===== config.mk =====
export PLATFORM = sky130hd
export DESIGN_NAME = hamming74_serial_decoder
export DESIGN_NICKNAME = d
export VERILOG_FILES = /design/src/rtl/hamming74_serial_decoder.sv
export SDC_FILE = /design/constraint.sdc
export NUM_CORES = 1
export LEC_CHECK = 0
export ABC_CLOCK_PERIOD_IN_PS = 4750
export CAP_MARGIN = 40
export CORE_AREA = 2 2 54 56
export CTS_BUF_LIST = sky130_fd_sc_hd__clkbuf_8
export CTS_CLUSTER_DIAMETER = 50
export DETAILED_ROUTE_END_ITERATION = 10
export DIE_AREA = 0 0 56 58
export GPL_TIMING_DRIVEN = 1
export PLACE_DENSITY = 0.86
export SYNTH_ARGS = -nofsm -noshare
export SYNTH_HDL_FRONTEND = slang
export SYNTH_SLANG_ARGS = --single-unit

===== constraint.sdc =====
create_clock -name clk -period 4.75 [get_ports clk]
set_clock_uncertainty 0.1 [all_clocks]
set_input_delay 0.7125 -clock clk [delete_from_list [all_inputs] [get_ports clk]]
set_output_delay 0.7125 -clock clk [all_outputs]
set_load 0.02 [all_outputs]

===== src/rtl/hamming74_serial_decoder.sv =====
// Serial Hamming(7,4) decoder: assembles MSB-first codewords, builds the syndrome
// bit by bit and corrects single-bit errors; a gap timeout drops stalled words.
module hamming74_serial_decoder #(
    parameter int unsigned TIMEOUT = 16
) (
    input  logic       clk,
    input  logic       rst,
    input  logic       d_in,
    input  logic       strobe_in,
    output logic [3:0] data_out,
    output logic [6:0] code_out,
    output logic [2:0] syndrome,
    output logic       err_flag,
    output logic       valid_out,
    output logic       abort_out
);

    typedef enum logic {IDLE, RECV} state_t;

    localparam int unsigned GW = (TIMEOUT > 0) ? $clog2(TIMEOUT + 1) : 1;

    state_t          state, state_n;
    logic [2:0]      bit_cnt, bit_cnt_n;
    logic [5:0]      shreg, shreg_n;
    logic [2:0]      syn_run, syn_n;
    logic [GW-1:0]   gap_cnt, gap_n, gap_inc;
    logic [3:0]      data_n;
    logic [6:0]      code_n;
    logic [2:0]      synd_n;
    logic            err_n, valid_n, abort_n;
    logic [2:0]      syn_add, syn_fin;
    logic [6:0]      word, flip_mask, fixed;

    // Bit arriving with count k sits at Hamming position 7-k, so the IDLE
    // capture (k=0) naturally contributes 7.
    always_comb begin
        state_n   = state;
        bit_cnt_n = bit_cnt;
        shreg_n   = shreg;
        syn_n     = syn_run;
        gap_n     = gap_cnt;
        data_n    = data_out;
        code_n    = code_out;
        synd_n    = syndrome;
        err_n     = err_flag;
        valid_n   = 1'b0;
        abort_n   = 1'b0;

        syn_add = d_in ? 3'(3'd7 - bit_cnt) : '0;
        syn_fin = syn_run ^ syn_add;
        word    = {shreg, d_in};
        for (int unsigned i = 0; i < 7; i++) begin
            flip_mask[i] = (syn_fin == 3'(i + 1));
        end
        fixed   = word ^ flip_mask;
        gap_inc = (gap_cnt == GW'(TIMEOUT)) ? gap_cnt : gap_cnt + 1'b1;

        case (state)
            IDLE: begin
                gap_n = '0;
                if (strobe_in) begin
                    shreg_n   = {shreg[4:0], d_in};
                    syn_n     = syn_fin;
                    bit_cnt_n = 3'd1;
                    state_n   = RECV;
                end
            end
            RECV: begin
                if (strobe_in) begin
                    gap_n = '0;
                    if (bit_cnt == 3'd6) begin
                        code_n    = fixed;
                        data_n    = {fixed[6], fixed[5], fixed[4], fixed[2]};
                        synd_n    = syn_fin;
                        err_n     = (syn_fin != 3'd0);
                        valid_n   = 1'b1;
                        bit_cnt_n = '0;
                        syn_n     = '0;
                        state_n   = IDLE;
                    end else begin
                        shreg_n   = {shreg[4:0], d_in};
                        syn_n     = syn_fin;
                        bit_cnt_n = bit_cnt + 3'd1;
                    end
                end else if (TIMEOUT != 0) begin
                    gap_n = gap_inc;
                    if (gap_inc == GW'(TIMEOUT)) begin
                        abort_n   = 1'b1;
                        bit_cnt_n = '0;
                        syn_n     = '0;
                        state_n   = IDLE;
                    end
                end
            end
        endcase
    end

    always_ff @(posedge clk) begin
        if (rst) begin
            state     <= IDLE;
            bit_cnt   <= '0;
            shreg     <= '0;
            syn_run   <= '0;
            gap_cnt   <= '0;
            data_out  <= '0;
            code_out  <= '0;
            syndrome  <= '0;
            err_flag  <= 1'b0;
            valid_out <= 1'b0;
            abort_out <= 1'b0;
        end else begin
            state     <= state_n;
            bit_cnt   <= bit_cnt_n;
            shreg     <= shreg_n;
            syn_run   <= syn_n;
            gap_cnt   <= gap_n;
            data_out  <= data_n;
            code_out  <= code_n;
            syndrome  <= synd_n;
            err_flag  <= err_n;
            valid_out <= valid_n;
            abort_out <= abort_n;
        end
    end

endmodule

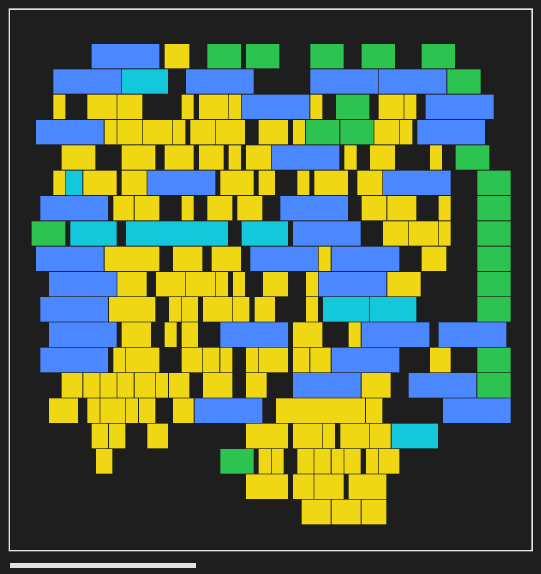
*Cell classes on the final placement*
The bar under the picture is 20 µm long.
- blue: registers (cells 31)
- green: remaining buffers and delay cells (cells 20)
- cyan: clock drivers and dummy loads (cells 8)
- yellow: remaining logic cells (cells 125)

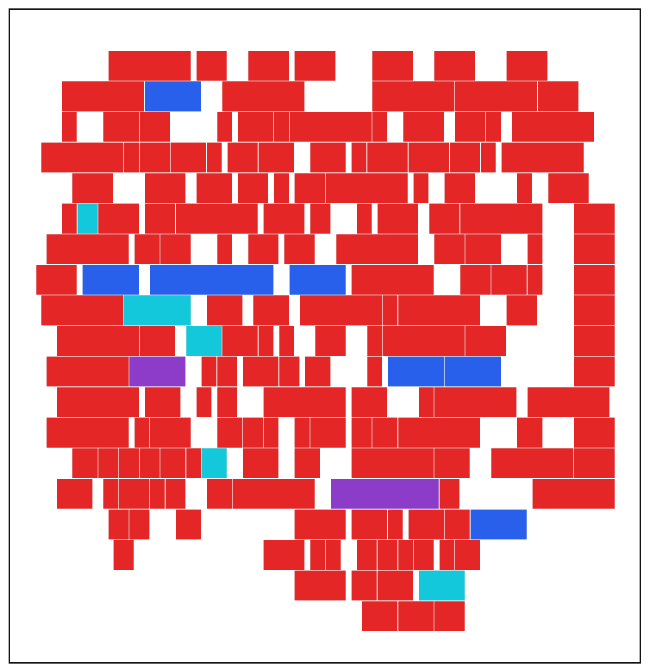
*Sizing map*
- blue: x6 and larger (cells 7; share 3.8%; most used clkbuf_8)
- purple: x3 and x4 (cells 2; share 1.1%)
- cyan: x2 (cells 5; share 2.7%)
- red: x1 and smaller (cells 170; share 92%; most used dfxtp_1)

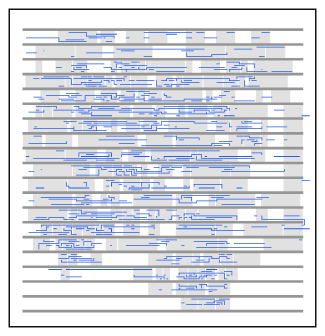
*M1 wires*
Supply wires on this layer in gray. Cells faint in the background.
- wire length on this layer: 1430 µm
- nets with wire on the layer: 170
- longest straight run: 16.1 µm
- share of all routed wire: 43%
- main direction: horizontal
WL final: 3.323 mm
Vias: 1338

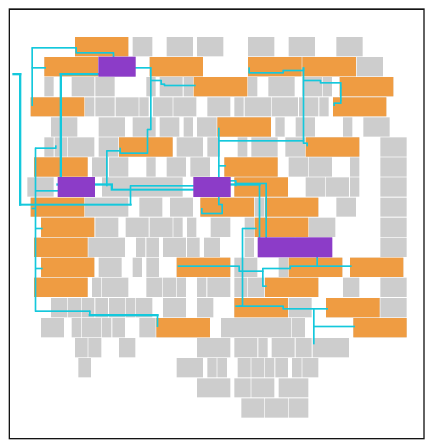
*Clock distribution*
- purple: clock-net drivers (count 5)
- cyan: clock wires (length 364 µm)
- orange: flip-flops (count 31)
- routed clock nets: 6
Worst-Skew Late Latency: 0.28 ns
clk pwr: 0.265 mW
Clock power frac: 0.437

==> results.py <==
# Flow results
metrics = {
    "placed_design": {
        "place_area_mm2": 0.001699,
        "preCtsSetupSlack_ns": 1.994,
        "dp.cells": 207,
    },
    "setup_path": {
        "crit_slowest_cell": "clkdlybuf4s50_1",
        "timing.rr.end": "code_out[0]$_SDFFE_PP0P_",
        "cp_top_family": "simple AND/OR/NAND/NOR gates",
        "start_kind": "input port",
        "critPathKind": "input port to flip-flop",
        "cpPeakStageDelay_ns": 0.64,
        "rrSetupSlack_ns": 2.69,
        "required_ns": 4.81,
        "arrival_ns": 2.60,
        "worst-path-buf-inv": 1,
        "r2r_start": "state$_SDFF_PP0_",
        "crit_path_end_kind": "flip-flop",
        "cp_cell_sequence": "clkdlybuf4s50_1, nand2b_2, xnor2_1, or4_1, a311oi_1",
        "worstRegToRegCells": 4,
        "cp.depth": 5,
        "cp-endpoint": "code_out[0]$_SDFFE_PP0P_",
    },
    "floorplanning": {
        "fp.dieH_um": 58,
        "row_count": 19,
        "fp_util": 0.5766,
        "die_area_mm2": 0.003248,
        "ios": 21,
    },
    "cells_and_area": {
        "num_antenna_cells": 0,
        "logic_gate_count": 121,
        "inverters": 4,
        "design_area_mm2": 0.001817,
        "stdcell_count": 215,
        "largest_register_ff_count": 6,
        "largest_register": "shreg",
        "fin_nets": 189,
        "comb_area_share": 0.4539,
        "largest_class": "logic gates",
        "drive_gt1_frac": 0.07609,
        "finish.utilization": 0.6823,
    },
    "global_route": {
        "use_met2": 0.3748,
        "grt.busiest_layer": "met2",
        "grt_start_max_net_pins": 26,
        "grt_pass1_vias": 1227,
        "overflow": 0,
        "antenna_found_initial": 0,
    },
    "worst_hold_path": {
        "min_delay_path_depth": 2,
        "hp-start": "code_out[3]$_SDFFE_PP0P_",
    },
    "synthesis": {
        "ys_chip_area_mm2": 0.001535,
        "syn_avg_cell_area_um2": 8.978,
        "synth-cells-yosys": 171,
        "ys_sh_simple": 0.2135,
        "synth_area_mm2": 0.001535,
        "fp_nets": 177,
        "synth.distinct_cells": 40,
        "flop_cell": "dfxtp_1",
        "netlist.area_leader.share": 0.4042,
        "mux_area_frac": 0.04645,
        "top_cell": "dfxtp_1",
        "ys_seq_share": 0.4042,
        "synth-edff-count": 0,
    },
    "power": {
        "seq_power_mw": 0.277,
        "p_sw_frac": 0.2437,
        "combPwrFrac": 0.106,
        "power_mw": 0.6054,
        "p_leak_nw": 0.6815,
        "pg_comb_mw": 0.0643,
        "ir_worst_vdd_mv": 0.5171,
        "seqPwrFrac": 0.457,
        "maxPowerGroup": "registers",
    },
    "sta": {
        "finalMaxSlewViolations": 0,
        "fin_crit_ns": 2.534,
        "layout_setup_ws_ns": 2.216,
        "fmax_mhz": 394.6,
        "setup-violations-final": 0,
        "hold_viol_final": 0,
        "finalCritPeriodShare": 0.5336,
        "relSlewSlack": 0.3977,
    },
    "routing": {
        "wl_met1_mm": 1.427,
        "first_pass_iters": 4,
        "routedWlPerCell_um": 15.46,
        "route.met2.wl_mm": 1.690,
        "dr_wl_met3_um": 151,
    },
    "clock_tree": {
        "postCtsResizedCells": 0,
        "cts_tree": "yes",
        "clk_pin_slew_ns": 0.07,
        "root_buffer": "clkbuf_8",
        "numCtsBuffers": 5,
        "clk_path_buf_depth": 2,
    },
    "run": {
        "warnings": 27,
        "max_cap_viol_count": 0,
    },
    "outcome": {
        "status": "completed",
    },
}
No activity file was given, so power comes from the tool's default toggle rates.
